`src/rtl/mode_switch_seq.sv`:
```
// mode_switch_seq: sequences a safe latch/flip-flop mode change.
// The upstream source is stalled, the downstream clock is gated off, the
// mode select flips, the clock is re-enabled after settling, and ACK pulses.
// Optional build macro MODE_SWITCH_SEQ_STATUS_EN adds the SW_CNT
// completed-switch counter port.
module mode_switch_seq #(
    parameter int unsigned SETTLE_CYC = 4,
    parameter int unsigned CNT_W      = 8
) (
    input  logic             CLK,
    input  logic             RST,
    input  logic             REQ,
    input  logic             REQ_MODE,
    output logic             SEL,
    output logic             GATE_EN,
    output logic             HOLD,
    output logic             BUSY,
    output logic             ACK,
    output logic             ERR
`ifdef MODE_SWITCH_SEQ_STATUS_EN
    ,
    output logic [CNT_W-1:0] SW_CNT
`endif
);

    typedef enum logic [2:0] {
        IDLE,
        DRAIN,
        GATE_OFF,
        SWITCH,
        SETTLE,
        DONE
    } state_t;

    localparam logic [CNT_W-1:0] LAST = CNT_W'(SETTLE_CYC - 1);

    state_t           state, state_nx;
    logic [CNT_W-1:0] cnt, cnt_nx;
    logic             tgt, tgt_nx;
    logic             sel_nx, gate_nx, hold_nx, busy_nx, ack_nx, err_nx;
    logic             phase_end;

    assign phase_end = (cnt == LAST);

    // State, settle counter, latched target mode and registered outputs.
    always_ff @(posedge CLK) begin
        if (RST) begin
            state   <= IDLE;
            cnt     <= '0;
            tgt     <= 1'b1;
            SEL     <= 1'b1;
            GATE_EN <= 1'b1;
            HOLD    <= 1'b0;
            BUSY    <= 1'b0;
            ACK     <= 1'b0;
            ERR     <= 1'b0;
        end else begin
            state   <= state_nx;
            cnt     <= cnt_nx;
            tgt     <= tgt_nx;
            SEL     <= sel_nx;
            GATE_EN <= gate_nx;
            HOLD    <= hold_nx;
            BUSY    <= busy_nx;
            ACK     <= ack_nx;
            ERR     <= err_nx;
        end
    end

    // Next-state and next-output logic; outputs are computed one edge ahead
    // so every port comes straight from a flop.
    always_comb begin
        state_nx = state;
        cnt_nx   = (cnt == '1) ? cnt : cnt + CNT_W'(1);
        tgt_nx   = tgt;
        sel_nx   = SEL;
        gate_nx  = GATE_EN;
        hold_nx  = HOLD;
        busy_nx  = BUSY;
        ack_nx   = 1'b0;
        err_nx   = ERR;

        if (REQ && (state != IDLE)) begin
            err_nx = 1'b1;
        end

        case (state)
            IDLE: begin
                cnt_nx = '0;
                if (REQ) begin
                    if (REQ_MODE == SEL) begin
                        ack_nx = 1'b1;
                    end else begin
                        state_nx = DRAIN;
                        tgt_nx   = REQ_MODE;
                        hold_nx  = 1'b1;
                        busy_nx  = 1'b1;
                    end
                end
            end
            DRAIN: begin
                if (phase_end) begin
                    state_nx = GATE_OFF;
                    gate_nx  = 1'b0;
                    cnt_nx   = '0;
                end
            end
            GATE_OFF: begin
                if (phase_end) begin
                    state_nx = SWITCH;
                    cnt_nx   = '0;
                end
            end
            SWITCH: begin
                state_nx = SETTLE;
                sel_nx   = tgt;
                cnt_nx   = '0;
            end
            SETTLE: begin
                if (phase_end) begin
                    state_nx = DONE;
                    gate_nx  = 1'b1;
                    ack_nx   = 1'b1;
                    cnt_nx   = '0;
                end
            end
            DONE: begin
                state_nx = IDLE;
                hold_nx  = 1'b0;
                busy_nx  = 1'b0;
                cnt_nx   = '0;
            end
            default: begin
                state_nx = IDLE;
                cnt_nx   = '0;
            end
        endcase
    end

`ifdef MODE_SWITCH_SEQ_STATUS_EN
    // Completed-switch counter: bumps on each entry into DONE, wraps freely.
    always_ff @(posedge CLK) begin
        if (RST) begin
            SW_CNT <= '0;
        end else if ((state_nx == DONE) && (state != DONE)) begin
            SW_CNT <= SW_CNT + CNT_W'(1);
        end
    end
`endif

endmodule

```
`config.mk`:
```
export PLATFORM = sky130hd
export DESIGN_NAME = mode_switch_seq
export DESIGN_NICKNAME = d
export VERILOG_FILES = /design/src/rtl/mode_switch_seq.sv
export SDC_FILE = /design/constraint.sdc
export NUM_CORES = 1
export LEC_CHECK = 0
export CORE_MARGIN = 2
export CORE_UTILIZATION = 48
export DETAILED_ROUTE_END_ITERATION = 10
export PLACE_DENSITY = 0.69
export SYNTH_ARGS = -nofsm -noshare
export SYNTH_HDL_FRONTEND = slang
export SYNTH_SLANG_ARGS = --single-unit
```
`constraint.sdc`:
```
create_clock -name CLK -period 1.5 [get_ports CLK]
set_clock_uncertainty 0.2 [all_clocks]
set_input_delay 0.3 -clock CLK [delete_from_list [all_inputs] [get_ports CLK]]
set_output_delay 0.3 -clock CLK [all_outputs]
set_load 0.005 [all_outputs]
```
==> results.txt <==
DP Cell Count - 143
Launching element of the worst setup path - cnt[0]
Number of max-cap violations - 0
Number of hold buffers added after CTS - 0
FFs w/ async S/R, synth - 0%
Floorplan Utilization - 52.0%
Start point of the worst hold path - tgt
Top flip-flop cell by instance count after synthesis - dfxtp_1
Core footprint - 1760 sq um
Die Height - 47.7 microns
Worst Setup Slack post-DPL - -0.256 ns
Smallest setup slack after layout - -0.127 ns
Area fraction in and, or, nand and nor cells after synthesis - 28.2%
Number of global-route vias before repair - 821
Cell area after layout - 1340 sq um
Arrival time of the worst setup path - 1.65 ns
Crit-path max cell delay - 0.37 ns
Met3 global-route usage - 4.91%
Leak Pwr - 0.484 nW
Setup Crit Path Kind - flip-flop to flip-flop
H-tree Lvls - 1
Crit path capture type - flip-flop
Violations in the final reports - negative setup slack
Area after DPL - 1140 sq um
Cell with the largest stage delay on the worst path - dfxtp_4
Critical Path Source Type - flip-flop
Hold Violations, Final - 0
Post-synthesis share of cell area spent on and-or and or-and gates - 21.3%
Fill count - 140
Global-route wire length before repair - 3.67 mm
Path class of the lowest-slack min-delay path - flip-flop to flip-flop
Cell taking the most area after synthesis - dfxtp_1
Clk sink count - 17
Initial drt markers - 18
Area enclosed by the die boundary - 2280 sq um
Net total in the final layout - 135
Wirelength per Cell - 15.7 microns
Data required time of the worst path - 1.53 ns
Longest Clk Path Bufs - 2
TritonCTS buffer count - 3
Cell area after synthesis - 917 sq um
Number of max-slew violations in the final report - 0
Fin crit share - 108%
Post-synthesis cell count from yosys - 100
Final setup violation count - 12
Clk Tree Root Cell - clkbuf_4
Mapped Nets - 105
Cell row count - 15
Clock tree from TritonCTS - done
Xor-xnor portion of the synthesized cell area - 1.91%
Number of detailed-routing iterations run before antenna repair - 4
Maximum vdd ir drop - 432 uV
Largest combinational cell category by area - simple AND/OR/NAND/NOR gates
Cell count after synthesis - 100
Pin count of the biggest net entering global routing - 11
Layer with the highest usage after global routing - met2
Met1 capacity usage during global routing - 31.9%
Tool warning count - 28
Detailed placer's ending HPWL - 1.54 mm
Number of warnings reported in the yosys synthesis log - 0
Clock Pin Slew Worst Setup and Hold Paths - 0.11 ns
Critical Path Fanout Max - 5
Layout cell share with drive strength beyond 1 - 44.2%
Die width - 47.7 microns
Clock latency on the worst-skew pair - 0.29 ns
Distinct cell type count of the synthesized netlist - 39
Area fraction of the dominant cell type after synthesis - 37.1%
Mux area share - 3.68%
Post-synthesis sequential element count - 17
Power density cells - 621 nW/um^2
Tightest slew margin relative to the limit - 77.0%
Logic area - 657 sq um
RSZ-0062 raised after global routing - true
Vias per std cell - 5.96
Post-route ant nets - 0
Final min period - 1.63 ns
Total DRC errors in the routed layout - 0
Signed area change from the synthesized netlist to the final layout - 46.1%
Average cell area after synthesis - 9.17 sq um
Top cells, area - dfxtp_1, a2111oi_2, nor2_1, a21oi_1, buf_2
Global route overflow - 0
YS chip area - 917 sq um
Worst R2R Start - cnt[0]
Sequential share of the synthesized area - 37.1%
Cells along the critical path - ha_4 -> nor4b_4 -> buf_4 -> a2111o_1 -> a41oi_2
Post-Synth Adder-Cell Area - 1.36%
Number of antenna violations at the first check in global routing - 0
GR Layer Usage met2 - 35.5%
Highest Clock Rate - 615 MHz
Worst-case register-to-register setup slack - -0.13 ns
Count of library flops with an enable pin - 0
Diode count - 0
Worst-Margin Slew - 0.342 ns
Final sum of negative setup slack - -0.920 ns
Global placement routability congestion - 0.888
Run status - finished with violations
Footprint of the flip-flops and latches - 354 sq um
## cell usage in the layout (no fill, tap or decap), types with 3 or more instances in the layout
cell and instances:
inv_1 3, dlygate4sd2_1 5, nand3_1 3, dfxtp_2 5
nand2_1 4, dfxtp_1 10, a2111oi_4 3, clkbuf_4 3
nand4_1 4, nor2_1 11, a31oi_1 3, buf_4 24
clkdlybuf4s50_1 3, a21oi_1 5
## layout make-up
cell class / instances / area share, %
clock buffers: 3 / 1.68
flip-flops and latches: 17 / 26.4
well taps: 25 / 2.33
clock inverters: 1 / 0.373
repair buffers: 33 / 19.3
multi-input cells: 72 / 49.0
inverters: 3 / 0.840
## sequential cells by signal, indices dropped and copies added (netlist names)
name	count
cnt	8
state	3
ACK	1
BUSY	1
ERR	1
GATE_EN	1
SEL	1
tgt	1
## critical path, delay by kind of cell (launching register included)
family,cells,cell delay (ns)
flops,1,0.37
buf+inv,1,0.16
simple gates,1,0.12
compound gates,2,0.54
fa+ha+maj,1,0.17
## synthesized netlist by cell type, drive strengths merged, types with 2 or more instances
master and count:
a2111oi 4, a21oi 6, a31oi 3, a41oi 2, and4 3, buf 7
dfxtp 17, inv 3, mux2i 3, nand2 4, nand2b 2, nand3 5
nand4 4, nor2 11, nor3 3, nor4 3, nor4b 3, o21ai 2
xor2 2
## timing repair
action	in CTS	in global routing
buffers inserted	5	2
resized	13	18
hold endpoints to repair	0	0
endpoints found under the setup margin	18	13
pin swaps	1	3
## final timing paths
path,endpoint,cells past startpoint
setup / recovery,state[0],5
hold / removal,SEL,2
setup reg to reg,state[0],5
hold reg to reg,SEL,2
## where the power goes
part	leakage (nW)	internal (mW)	switching, mW
Clock	0.0177	0.0991	0.155
Sequential	0.140	0.459	0.00719
Combinational	0.327	0.0537	0.0579
Total	0.484	0.612	0.220
## cell families (layout without fill, tap and decap cells)
| group | after synthesis | count (layout) |
|---|---|---|
| muxes | 3 | 3 |
| and+or+nand+nor | 42 | 42 |
| AOI/OAI and AO/OA | 24 | 24 |
| xor gates and xnor gates | 2 | 2 |
| buffers and inverters | 11 | 40 |
| adders and majority gates | 1 | 1 |
| DFF | 17 | 17 |
## stage by stage
stage	utilization, %	hold slack, ns	power [mW]
2_1_floorplan	-	0.239	0.525
3_3_place_gp	64.5	0.259	0.565
3_5_place_dp	64.5	0.263	0.567
4_1_cts	68.5	0.276	0.823
5_1_grt	76.0	0.341	0.873
6_report	76.0	0.291	0.832
## routing by layer
layer  share of wire, %  vias to the layer above
li1                   -                      443
met4                1.0                        0
met2                 48                       35
met1                 45                      436
met3                5.2                        4
met5                  0                        -
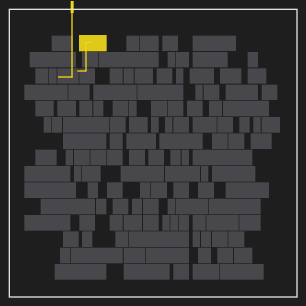
*I/O nets highlighted*
(6 px per micron)
Key: REQ_MODE = yellow [bits 1, direction input, edge north, end cells 2, buffers 1, wire 20.1 microns]
number of I/O port buffers: 9
number of placed I/O pins: 10

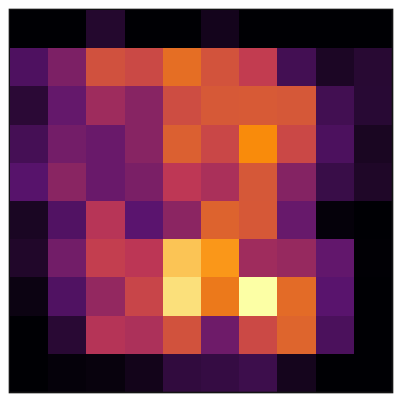
*Wire density map*
(8 px per micron) 10 x 10 tiles, from black (low) to pale yellow (high), scaled to the fullest tile. Values are wire area over tile area, all layers added.
18% of the tiles are nearly empty. 27% of the tiles are over half the peak. The fullest tile reaches 0.55. The densest ninth of the die: centre.
DR vias: 918
global router's overall resource usage: 23.5%
total wire length after detailed routing: 2.42 mm

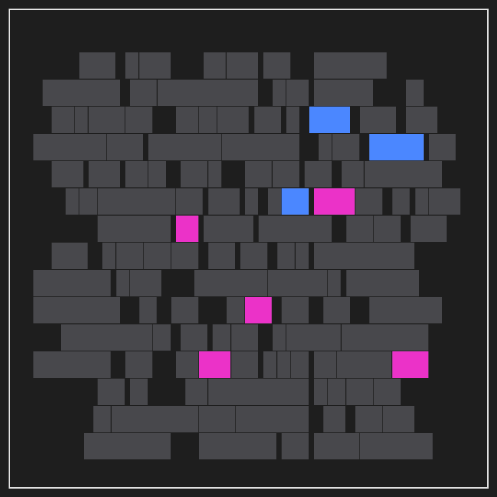
*Logic cells by family*
(10 px per micron)
Key: and/or cells = magenta [cells 5]; non-inverting ao/oa cells = blue [cells 3]
Non-Filler Instances: 154
most frequent standard cell in the layout excluding fill and tap cells: buf_4
multi-input logic portion of the cell area: 49.0%

Power and IR drop assume default switching activity.
